==> config.mk <==
export PLATFORM = sky130hd
export DESIGN_NAME = seg_scan_ctrl
export DESIGN_NICKNAME = d
export VERILOG_FILES = /design/src/rtl/seg_scan_ctrl.sv
export SDC_FILE = /design/constraint.sdc
export NUM_CORES = 1
export LEC_CHECK = 0
export CORE_MARGIN = 8
export CORE_UTILIZATION = 55
export DETAILED_ROUTE_END_ITERATION = 6
export HOLD_SLACK_MARGIN = 0.12
export PLACE_DENSITY = 0.8
export SLEW_MARGIN = 5
export SYNTH_ARGS = -nofsm -noshare
export SYNTH_HDL_FRONTEND = slang
export SYNTH_SLANG_ARGS = --single-unit
==> constraint.sdc <==
create_clock -name clk -period 6.66 [get_ports clk]
set_input_delay 1.998 -clock clk [delete_from_list [all_inputs] [get_ports clk]]
set_output_delay 1.998 -clock clk [all_outputs]
set_load 0.01 [all_outputs]
==> images/ff_map.png <==
Other sequential cells in the stronger gray, the rest of the logic in the fainter gray.
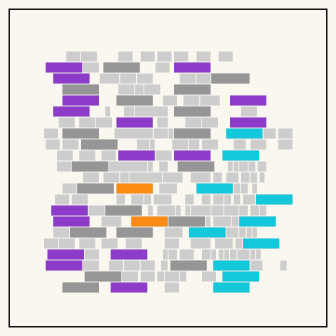
legend:
  `idx`:
    color: orange
    placed_flops: 2
  `pend`:
    color: purple
    placed_flops: 16
  `cnt`:
    color: cyan
    placed_flops: 10
Flop area: 1180 sq um
P_seq: 302 uW

==> images/floorplan.png <==
The bar under the picture is 20 um long. Pins as bars on the die edge. Tap cells in gray.
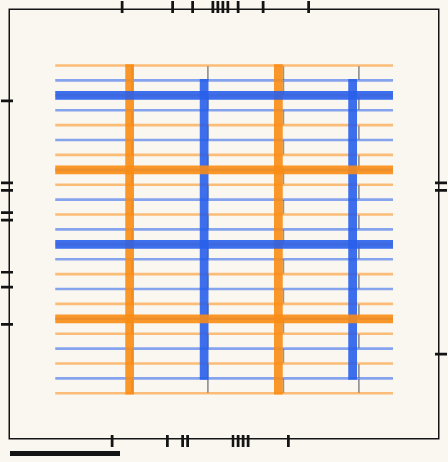
legend:
  VSS:
    color: orange
  VDD:
    color: blue
met1 rails: 23
tap cells: 48
signal pins: 30
rows: 22
Die W: 78.1 um
total core area: 3690 sq um
Die Y: 78.1 um
Worst VDD drop: 0.168 mV

==> images/closeup.png <==
Region (46, 7) to (71, 32) um. Cells in gray, sequential cells in the stronger gray; small squares are vias.
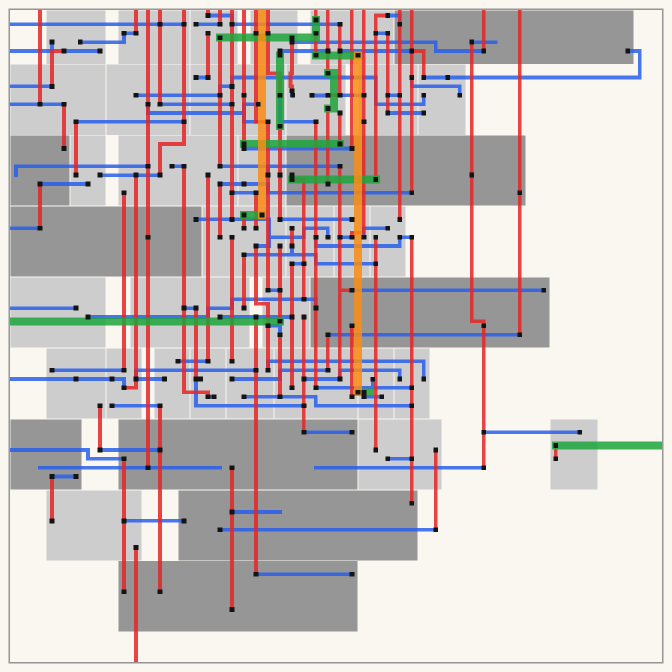
legend:
  M2:
    color: red
  M3:
    color: green
  M4:
    color: orange
  M1:
    color: blue
cells with their middle in the window: 39
sequential cells in the window: 7
most frequent: dfrtp_1 (7), inv_1 (3), nor2_1 (3)

==> images/layers.png <==
Two of the layers only.
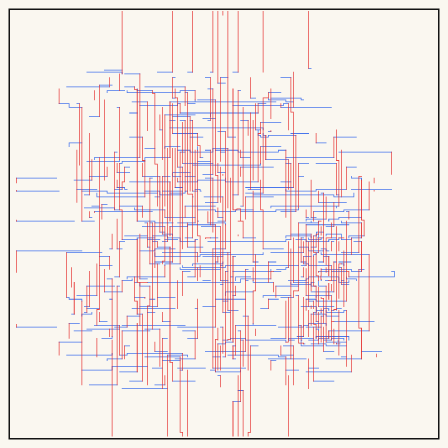
legend:
  M1:
    color: blue
    wire_length: 1,540 um
  M2:
    color: red
    wire_length: 2,280 um
Via Count: 1,379
average routed wire per standard cell: 17.3 um
drt total wl: 4130 um
Total GRT Usage: 0.145

==> impl_metrics.toml <==
# yosys + openroad results
[status]
status = "complete, no violations"

[layout]
antenna_cells = 0
nNetsFinal = 216
final_layout_top_logic_cells = "46 x dfrtp_1, 32 x mux2_2, 28 x clkdlybuf4s50_1"
lay_top_count = "dfrtp_1"
areaGrowthSynthToFinish_pct = 19.6
logic_area_sq_um = 882

[final_timing]
fin_skew_ns = 0.00757
max_freq_mhz = 177

[cts]
cts_buffers = 5
cts_root_buffer = "clkbuf_8"
cts_setup_buffers = 0
ctsResizeCount = 0
htreeDepth = 2
clock.latency.late_pin_ns = 0.30
clkTransAtPathRegs_ns = 0.08

[drt]
antenna_left = 0
highest-signal-layer = "met4"
wl_met3_um = 188
viasPerCell = 5.77
met1_length_um = 1540

[global_route]
grtUsageMet3 = 0.0490
grt_pass1_vias = 1531
grt_overflow_total = 0
met2_usage = 0.263

[floorplanning]
fp_util = 0.576
row_count = 22
io-pin-count = 30
chipArea_sq_um = 6110

[synth]
area_leaders = "dfrtp_1 54%, mux2_2 17%, ha_1 3.5%"
ys_chip_area_sq_um = 2120
top_cell_area_share = 0.542
synth_cell_type_count = 34
ys.flops = 47
seq_area_frac_synth = 0.555
syn-cell-area_sq_um = 2120
yosys_cells = 159

[power_and_ir_drop]
powerDensity_nw_per_um2 = 200

[place]
dp_hpwl_um = 3160
io_buffers = 29

[worst_setup_path]
worst_path_most_repeated_cell = "clkdlybuf4s50_1"
max_stage_delay_ns = 0.55
cp.buffers_inverters = 2
worst-path-stages = 5
reg2reg_slack_ns = 4.27
required_ns = 4.66

[run]
maxCapViolCount = 0
warning_count = 30

[min_path]
hold_depth = 1
[logic make-up (layout without fill, tap and decap cells)]
kind of cell | Yosys count | after routing | synth area share
xor+xnor | 6 | 6 | 0.0247
simple gates | 38 | 38 | 0.0913
buf+inv | 12 | 44 | 0.0301
mux | 36 | 36 | 0.216
flops | 47 | 47 | 0.555
compound gates | 14 | 14 | 0.0483
fa+ha+maj | 6 | 6 | 0.0354
[metrics by stage]
stage	hold slack, ns	cells	utilization	setup WS [ns]	power (mW)
final	0.498	239	0.688	0.997	0.509
after global routing	0.513	239	0.688	0.951	0.532
after CTS	0.505	239	0.688	0.978	0.517
after detailed placement	0.492	231	0.661	0.978	0.336
after global placement	0.468	231	0.661	1.01	0.333
after floorplan	0.455	159	-	2.05	0.315
[layout make-up]
class,instances,area share
Multi-Input combinational cell,100,0.347
Sequential cell,47,0.464
Clock buffer,8,0.0394
Inverter,5,0.00739
Tap cell,48,0.0237
Timing Repair Buffer,31,0.118
[power by group]
group,switching [mW],internal [mW],leakage [nW]
registers,0.00578,0.296,0.608
clock network,0.0849,0.0946,0.0515
logic,0.00958,0.0175,0.467
total,0.100,0.409,1.13
[cells in the mapped netlist]
library cell and number:
a2111o_1 1, a21oi_1 3, a311oi_1 1, and2_1 1, and3_1 1, buf_1 1, buf_4 1, buf_6 2
clkbuf_1 3, dfrtp_1 46, dfstp_2 1, ha_1 6, inv_1 5, mux2_2 32, mux4_1 2, mux4_2 2
nand2_1 5, nand2b_1 1, nand3_1 7, nand4_1 1, nand4b_1 1, nor2_1 9, nor2b_1 2, nor3_1 2
nor4_1 5, o211ai_1 2, o21ai_0 3, o21ba_2 1, o32a_1 1, o41ai_1 2, or2_1 1, or3_1 2
xnor2_1 4, xor2_1 2
Power figures rest on the tool's default switching activity, not on a simulated workload.
